$ cat src/rtl/ped_req_pkg.sv
// ped_req_pkg: shared FSM state, default button count and index-width helper
// for the pedestrian request controller.
package ped_req_pkg;
    typedef enum logic {IDLE, PRESENT} state_t;
    localparam int NUM_BTN_DEF = 4;
    function automatic int idx_w(input int n);
        return (n > 1) ? $clog2(n) : 1;
    endfunction
    localparam int IDX_W = idx_w(NUM_BTN_DEF);
endpackage

$ cat src/rtl/ped_request_ctrl_btn_debounce.sv
// btn_debounce: 2-flop synchronizer plus stable-count debouncer for one button.
module btn_debounce
    import ped_req_pkg::*;
#(
    parameter int DEBOUNCE_CYCLES = 480000
) (
    input  logic sclk,
    input  logic rst_n,
    input  logic raw,
    output logic level
);
    localparam int CW = $clog2(DEBOUNCE_CYCLES + 1);
    logic sync1, sync2;
    logic [CW-1:0] cnt;
    always_ff @(posedge sclk or negedge rst_n)
        if (!rst_n) begin
            sync1 <= 1'b0;
            sync2 <= 1'b0;
            cnt   <= '0;
            level <= 1'b0;
        end else begin
            sync1 <= raw;
            sync2 <= sync1;
            if (sync2 == level)
                cnt <= '0;
            else if (cnt == CW'(DEBOUNCE_CYCLES - 1)) begin
                level <= ~level;
                cnt   <= '0;
            end else
                cnt <= cnt + CW'(1);
        end
endmodule

$ cat src/rtl/ped_request_ctrl.sv
// ped_request_ctrl: debounced push-button requests, round-robin handed to the light sequencer.
// Optional request expiry enabled by defining PED_REQ_TIMEOUT_EN.
module ped_request_ctrl
    import ped_req_pkg::*;
#(
    parameter int NUM_BTN         = NUM_BTN_DEF,
    parameter int DEBOUNCE_CYCLES = 480000,
    parameter int TIMEOUT_CYCLES  = 96000000
) (
    input  logic                        sclk,
    input  logic                        rst_n,
    input  logic [NUM_BTN-1:0]          btn_raw,
    output logic [NUM_BTN-1:0]          btn_level,
    output logic [NUM_BTN-1:0]          pending,
    output logic                        req_valid,
    output logic [idx_w(NUM_BTN)-1:0]   req_idx,
    input  logic                        req_ready,
    output logic                        req_dropped
);
    localparam int IW = idx_w(NUM_BTN);
    state_t state;
    logic [NUM_BTN-1:0] level_d, rise, clr;
    logic [IW-1:0] rr_ptr, pick, nxt;
    logic found, accept, expire;
    for (genvar g = 0; g < NUM_BTN; g++) begin : g_db
        btn_debounce #(.DEBOUNCE_CYCLES(DEBOUNCE_CYCLES)) u_db (
            .sclk (sclk),
            .rst_n(rst_n),
            .raw  (btn_raw[g]),
            .level(btn_level[g])
        );
    end
    // Scan downward so the closest set bit at or after rr_ptr is the last one written.
    always_comb begin
        found = 1'b0;
        pick  = '0;
        for (int k = NUM_BTN - 1; k >= 0; k--) begin
            int j;
            j = int'(rr_ptr) + k;
            if (j >= NUM_BTN) j = j - NUM_BTN;
            if (pending[j]) begin
                found = 1'b1;
                pick  = j[IW-1:0];
            end
        end
    end
    assign rise   = btn_level & ~level_d;
    assign accept = (state == PRESENT) && req_ready;
    assign nxt    = (req_idx == IW'(NUM_BTN - 1)) ? '0 : req_idx + IW'(1);
    assign clr    = (accept || expire) ? (NUM_BTN'(1) << req_idx) : '0;
`ifdef PED_REQ_TIMEOUT_EN
    localparam int TW = $clog2(TIMEOUT_CYCLES + 1);
    logic [TW-1:0] tcnt;
    assign expire = (state == PRESENT) && !req_ready && (tcnt == TW'(TIMEOUT_CYCLES - 1));
`else
    assign expire      = 1'b0;
    assign req_dropped = 1'b0;
`endif
    always_ff @(posedge sclk or negedge rst_n)
        if (!rst_n) begin
            state     <= IDLE;
            req_valid <= 1'b0;
            req_idx   <= '0;
            rr_ptr    <= '0;
            pending   <= '0;
            level_d   <= '0;
`ifdef PED_REQ_TIMEOUT_EN
            tcnt        <= '0;
            req_dropped <= 1'b0;
`endif
        end else begin
            level_d <= btn_level;
            pending <= (pending & ~clr) | rise;
`ifdef PED_REQ_TIMEOUT_EN
            req_dropped <= expire;
            tcnt        <= (state == PRESENT && !accept && !expire) ? tcnt + TW'(1) : '0;
`endif
            case (state)
                IDLE:
                    if (found) begin
                        req_idx   <= pick;
                        req_valid <= 1'b1;
                        state     <= PRESENT;
                    end
                default:
                    if (accept || expire) begin
                        req_valid <= 1'b0;
                        rr_ptr    <= nxt;
                        state     <= IDLE;
                    end
            endcase
        end
endmodule

$ cat config.mk
export PLATFORM = sky130hd
export DESIGN_NAME = ped_request_ctrl
export DESIGN_NICKNAME = d
export VERILOG_FILES = /design/src/rtl/ped_req_pkg.sv /design/src/rtl/ped_request_ctrl_btn_debounce.sv /design/src/rtl/ped_request_ctrl.sv
export SDC_FILE = /design/constraint.sdc
export NUM_CORES = 1
export LEC_CHECK = 0
export ABC_AREA = 1
export CORE_UTILIZATION = 64
export DETAILED_ROUTE_END_ITERATION = 10
export PLACE_DENSITY = 0.91
export SYNTH_ARGS = -nofsm -noshare
export SYNTH_HDL_FRONTEND = slang
export SYNTH_HIERARCHICAL = 1
export SYNTH_SLANG_ARGS = --single-unit
$ cat constraint.sdc
create_clock -name sclk -period 2.9 [get_ports sclk]
set_clock_uncertainty 0.2 [all_clocks]
set_input_delay 0.29 -clock sclk [delete_from_list [all_inputs] [get_ports sclk]]
set_output_delay 0.29 -clock sclk [all_outputs]
set_load 0.05 [all_outputs]
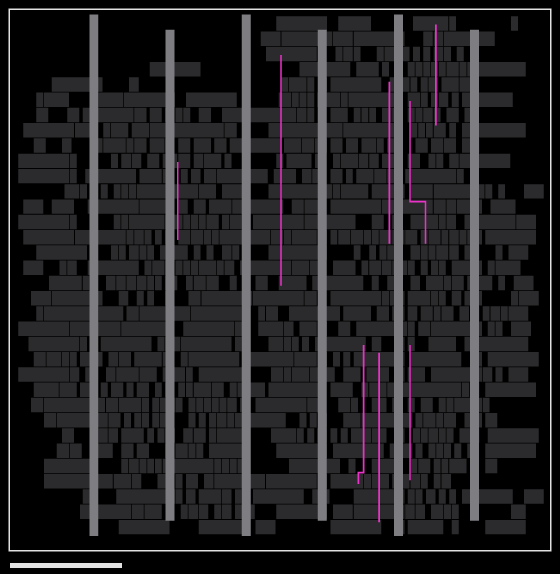
**Above:** run 1 (signal wires on met4).
Bar = 20 um. Supply wires on this layer in gray.
share of all routed wire: 2.0%
wire length on this layer: 208 um
longest straight run: 40.8 um
nets with wire on the layer: 8

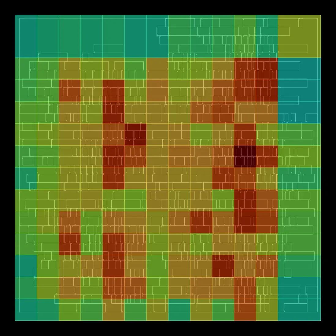
**Above:** run 1 (congestion heat map).
Post-Route Utilization: 0.7063
met1 Use GR: 0.3176
grt peak-use layer: met2
wire length per cell: 12.88 um
GR Util met2: 0.4397

==> summary.txt, run 1 <==
status: complete, no violations
Post-CTS Hold Buffers: 1
initial antenna violation count: 0
Seq/Total Area, Yosys: 0.4489
Crit path largest cell delay: 0.84 ns
Setup crit start kind: flop
Buf/Inv on CP: 1
Non-CTS buffers: 19
Worst Setup SP: g_db[0].u_db/level
WP depth: 1
DRT Pass-1 Iters: 4
reg2reg path depth: 8
first-pass GRT wire length: 18,350 um
Pins Over Slew Limit: 0
setup TNS: 0 ns
final std cell area, no fill: 6130 sq um
Crit path max-delay family: buffers and inverters
WHS: 0.1496 ns
Post-DRT Antenna Nets: 0
Post-synth top cells: nand2_1 (126), dfrtp_1 (102), nor2_1 (79), inv_1 (71), nor2_2 (57)
Metal-1 WL: 4511 um
Crit-path slowest cell: clkdlybuf4s50_1
layout sequential cell count: 102
Yosys warnings: 6
vias per inst: 5.370
FF-to-FF Start: g_db[2].u_db/cnt[0]
CTS buffer count: 9
met3 usage: 0.05134
met2 wire length: 5237 um
Top non-seq family: simple AND/OR/NAND/NOR gates
Clock-cell share: 0.03429
Synth cell types: 32
r2r endpoint: g_db[2].u_db/cnt[17]
Overflow after GRT: 0
max-cap viol count: 0
Hold Crit Class: primary input to flop
pin count of the biggest net entering global routing: 62
area reported by Yosys stat: 5685 sq um
CP endpoint kind: primary output
RSZ-0062 raised after global routing: false
CP Capture Point: btn_level[0]
clk latency late pin: 0.37 ns
Clock transition at path regs: 0.11 ns
Area Growth Syn to Fin: 7.813%
Clock Path Buffers: 2
setup repair bufs after CTS: 0
dominant kind of cell by area: logic gates
DR iter-0 viols: 153
height of the die: 96.25 um
EDFF count, synth: 0
# clk buffers: 9
via count: 4,312
Highest Signal Layer: met4
Std-Cell Rows: 34
worst-path cell chain: clkdlybuf4s50_1
post-synthesis cell area: 5685 sq um
count leader, synth: nand2_1
Synth area leaders: dfrtp_1 (45%), nand2_1 (8.3%), nor2_2 (6.3%)
WP data required: 2.41 ns
post_cts resized: 0
vias in the first global route: 4,176
Most used DFF post-synth: dfrtp_1
Adder Area Share: 0.01761
tool warning count: 29
Layout non-clock buf frac: 0.03225
hold path startpoint: btn_raw[0]
Mean Syn Cell Area: 8.537 sq um
CTS root buffer: clkbuf_8
AND-OR/OR-AND Cells, Area Fraction: 0.04313
number of cells produced by synthesis: 666
combinational share of cell area: 0.4466
met3 wire len: 388 um
Synthesized registers: 102
diodes inserted: 0
GPL Wtd Cong: 0.8612
H-tree levels: 3
Peak supply drop: 294.1 uV
CTS tree: yes
Simple-Gate Area Share: 0.3594
worst-path maximum fanout: 5
Register Area: 2552 sq um
sequential share of cell area: 0.4164
nets@finish: 705
P per Cell Area: 545.1 nW/um^2
area leader, netlist: dfrtp_1
worst relative slew slack: 0.6395
Max Clk Rate: 0.4617 GHz
mux share: 0
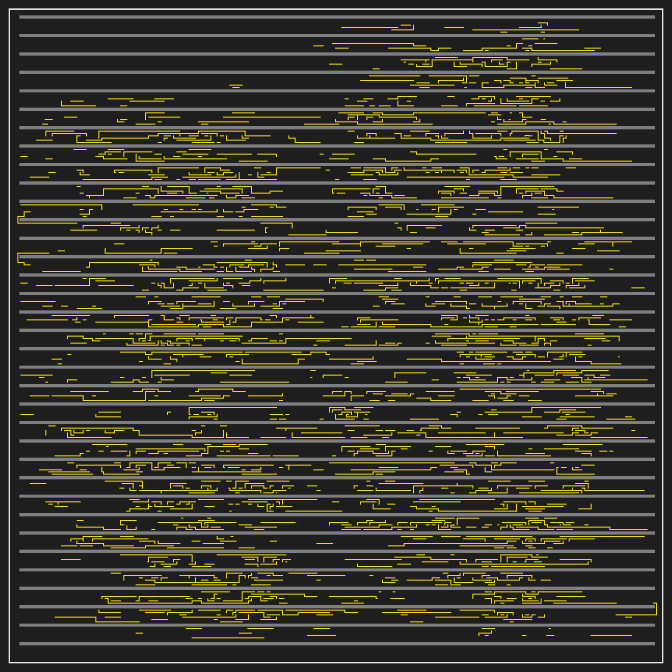
**Above:** run 1 (the metal 1 layer).
Supply wires on this layer in gray.
main direction: horizontal
nets with wire on the layer: 647
share of all routed wire: 44%
wire length on this layer: 4,510 um

-- run 1: per-stage QoR --
stage               setup WS, ns    util  instances  power (W)
finish                    0.7339  0.7063        803   0.003341
global route              0.6758  0.7063        803   0.003546
CTS                       0.7080  0.7063        803   0.003364
detailed placement         1.122  0.6809        786   0.002416
global placement           1.163  0.6809        786   0.002390
floorplan                  1.242       -        666   0.002219
-- run 1: registers in the layout, indices dropped and copies added (netlist names) --
register	cells
state	1
rr_ptr	2
req_valid	1
g_db.u_db/level	4
g_db.u_db/sync1	4
req_idx	2
g_db.u_db/cnt	76
g_db.u_db/sync2	4
level_d	4
pending	4
-- run 1: power breakdown --
| group | switching (W) | total [W] | internal [W] |
|---|---|---|---|
| Sequential | 0.0000977 | 0.00160 | 0.00150 |
| Combinational | 0.000531 | 0.000797 | 0.000266 |
| Clock | 0.000525 | 0.000945 | 0.000421 |
-- run 1: placed cells by master (no fill, tap or decap), types with 12 or more instances in the layout --
cell type        synthesis  layout
nand2_1                126     126
dfrtp_1                102     102
nor2_1                  79      79
inv_1                   71      71
nor2_2                  57      57
nand3_1                 50      50
nand2_2                 21      21
xor2_1                  20      20
clkdlybuf4s50_1          0      16
o21ai_0                 14      14
a21oi_1                 14      14
nor2_4                  12      12
nand4_1                 12      12
xnor2_1                 12      12
-- run 1: worst min path at each step --
stage / endpoint / slack, ns / cells after the start
6_report: g_db[0].u_db/sync1 / 0.15 / 1
5_1_grt: g_db[0].u_db/sync1 / 0.13 / 1
4_1_cts: g_db[0].u_db/sync1 / 0.13 / 1
3_5_place_dp: g_db[3].u_db/cnt[12] / 0.11 / 1
3_3_place_gp: g_db[3].u_db/cnt[12] / 0.11 / 1
2_1_floorplan: g_db[0].u_db/cnt[0] / -0.21 / 0
**Run 1: cell density map**

10 x 10 tiles, from white (low) to dark blue (high), 0 to 100% covered.
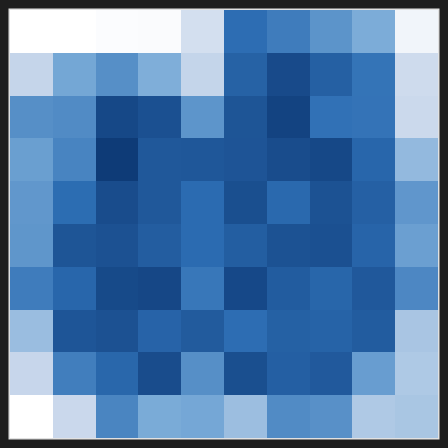

==> run 2: changes to the inputs <==
--- a/config.mk
+++ b/config.mk
@@ -6,9 +6,9 @@
 export NUM_CORES = 1
 export LEC_CHECK = 0
 export ABC_AREA = 1
-export CORE_UTILIZATION = 64
+export CORE_UTILIZATION = 62
 export DETAILED_ROUTE_END_ITERATION = 10
-export PLACE_DENSITY = 0.91
+export PLACE_DENSITY = 0.89
 export SYNTH_ARGS = -nofsm -noshare
 export SYNTH_HDL_FRONTEND = slang
 export SYNTH_HIERARCHICAL = 1
==> constraint.sdc (replaced) <==
create_clock -name sclk -period 2.3 [get_ports sclk]
set_clock_uncertainty 0.2 [all_clocks]
set_input_delay 0.23 -clock sclk [delete_from_list [all_inputs] [get_ports sclk]]
set_output_delay 0.23 -clock sclk [all_outputs]
set_load 0.05 [all_outputs]
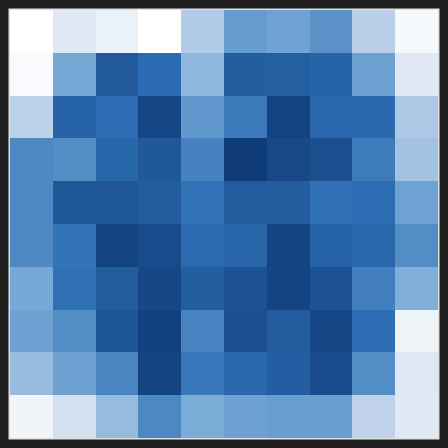
**Above:** run 2 (cell density map).
10 x 10 tiles, from white (low) to dark blue (high), 0 to 100% covered.
mean over tiles: 63%
densest ninth of the die: center
nearly empty tiles: 2.0%

==> run 2 against run 1 <==
- setup slack worse by 0.52 ns
- critical endpoint unchanged
- the run now ends with DRC left
- critical path depth stayed put
- worst hold slack worse by 0.048 ns
- non-clock buffer count is 1 higher
- register-to-register slack worse by 0.59 ns
- combinational power is 25% higher
==> summary.txt, run 2 <==
post-synthesis cell area: 5685 sq um (unchanged)
max-cap viol count: 0 (unchanged)
dominant kind of cell by area: logic gates
CTS root buffer: clkbuf_8
wire length per cell: 13.25 um (+2.9%)
Residual DRC: 6
initial antenna violation count: 0 (unchanged)
pre-CTS WS: 0.5769 ns (-0.5453 ns)
vias per inst: 5.419 (+0.92%)
Largest register FFs: 76 (unchanged)
Crit-path slowest cell: clkdlybuf4s50_1
Non-CTS buffers: 20 (+1)
WP data required: 1.87 ns (-0.54 ns)
P per Cell Area: 682.1 nW/um^2 (+25%)
status: finished with violations
Synth cell types: 32 (unchanged)
# clk buffers: 10 (+1)
failing checks: DRC
Mean Syn Cell Area: 8.537 sq um (unchanged)
Layout non-clock buf frac: 0.03346 (+0.001211)
count leader, synth: nand2_1
post_cts resized: 0 (unchanged)
Crit path largest cell delay: 0.84 ns (about the same)
clk latency late pin: 0.36 ns (about the same)
nets@finish: 706 (+0.14%)
GPL Wtd Cong: 0.9469 (+10%)
worst-path maximum fanout: 5 (unchanged)
Hold Crit Class: primary input to flop
layout sequential cell count: 102 (unchanged)
Peak supply drop: 424.7 uV (+44%)
Register Area: 2552 sq um (unchanged)
EDFF count, synth: 0 (unchanged)
met3 usage: 0.04223 (-0.009109)
worst-path cell chain: clkdlybuf4s50_1
Synth area leaders: dfrtp_1 (45%), nand2_1 (8.3%), nor2_2 (6.3%)
Largest Register: g_db.u_db/cnt
tool warning count: 29 (unchanged)
Synthesized registers: 102 (unchanged)
height of the die: 97.76 um (+1.6%)
CTS buffer count: 9 (unchanged)
Signal inverters: 77
Buf/Inv on CP: 1 (unchanged)
Post-synth top cells: nand2_1 (126), dfrtp_1 (102), nor2_1 (79), inv_1 (71), nor2_2 (57)
CP endpoint kind: primary output
RSZ-0062 raised after global routing: false
Most used DFF post-synth: dfrtp_1
Setup crit start kind: flop
diodes inserted: 0 (unchanged)
Power Total: 0.004183 W (+25%)
CTS tree: yes
sequential share of cell area: 0.4162 (about the same)
first-pass GRT wire length: 18,720 um (+2.0%)
combinational share of cell area: 0.4464 (about the same)
Yosys warnings: 6 (unchanged)
area leader, netlist: dfrtp_1
number of cells produced by synthesis: 666 (unchanged)
setup repair bufs after CTS: 0 (unchanged)
Seq/Total Area, Yosys: 0.4489 (unchanged)
Pins Over Slew Limit: 0 (unchanged)
Post-CTS Hold Buffers: 1 (unchanged)
final worst slack: 0.2139 ns (-0.5200 ns)
vias in the first global route: 4,376 (+4.8%)
via count: 4,357 (+1.0%)
Overflow after GRT: 0 (unchanged)
met1 Use GR: 0.2929 (-0.02477)
Clock transition at path regs: 0.10 ns (about the same)
Post-DRT Antenna Nets: 0 (unchanged)
area reported by Yosys stat: 5685 sq um (unchanged)
H-tree levels: 3 (unchanged)
Std-Cell Rows: 34 (unchanged)
Area Growth Syn to Fin: 7.856% (about the same)
Clock-cell share: 0.03346 (-0.0008302)
Clock Path Buffers: 2 (unchanged)
Max Clk Rate: 0.4794 GHz
## run 2: worst paths after layout
kind / from / to / slack [ns] / cells after the start
worst max register to register: g_db[3].u_db/cnt[0] / g_db[3].u_db/cnt[17] / 0.57 / 8
min in group asynchronous: rst_n / g_db[3].u_db/cnt[16] / 0.17 / 2
worst min-delay path: btn_raw[1] / g_db[1].u_db/sync1 / 0.10 / 1
max in group asynchronous: rst_n / rr_ptr[1] / 1.06 / 3
worst min register to register: g_db[3].u_db/sync1 / g_db[3].u_db/sync2 / 0.16 / 0
worst max-delay path: g_db[0].u_db/level / btn_level[0] / 0.21 / 1
## run 2: through the flow
stage	hold WS, ns	instances	util	cell area [sq um]
floorplan	-0.2656	666	-	5685
global placement	0.02621	787	0.6719	5917
detailed placement	0.03296	787	0.6719	5917
CTS	0.08488	804	0.6964	6132
global route	0.08441	804	0.6964	6132
finish	0.1014	804	0.6964	6132
## run 2: power breakdown
part | total [W] | switching (W) | leakage (nW) | internal [W]
logic | 0.000996 | 0.000659 | 1.10 | 0.000337
clock network | 0.00117 | 0.000628 | 0.0993 | 0.000539
registers | 0.00202 | 0.000127 | 1.38 | 0.00189
total | 0.00418 | 0.00141 | 2.58 | 0.00277
## run 2: cells by family (layout without fill, tap and decap cells)
logic type,count (synthesis),in the layout,share of synthesized area
and+or+nand+nor,391,391,0.3594
DFF,102,102,0.4489
buffers and inverters,83,113,0.06954
AOI/OAI and AO/OA,45,45,0.04313
xor gates and xnor gates,36,36,0.06074
adders and majority gates,8,8,0.01761
other,1,1,0.0006596
## run 2: metal layers
metal / vias to the layer above / routed length (um)
met3: 11 / 408
met5: - / 0
met1: 2097 / 4646
li1: 2138 / -
met2: 111 / 5496
met4: 0 / 102
Power figures rest on the tool's default switching activity, not on a simulated workload.
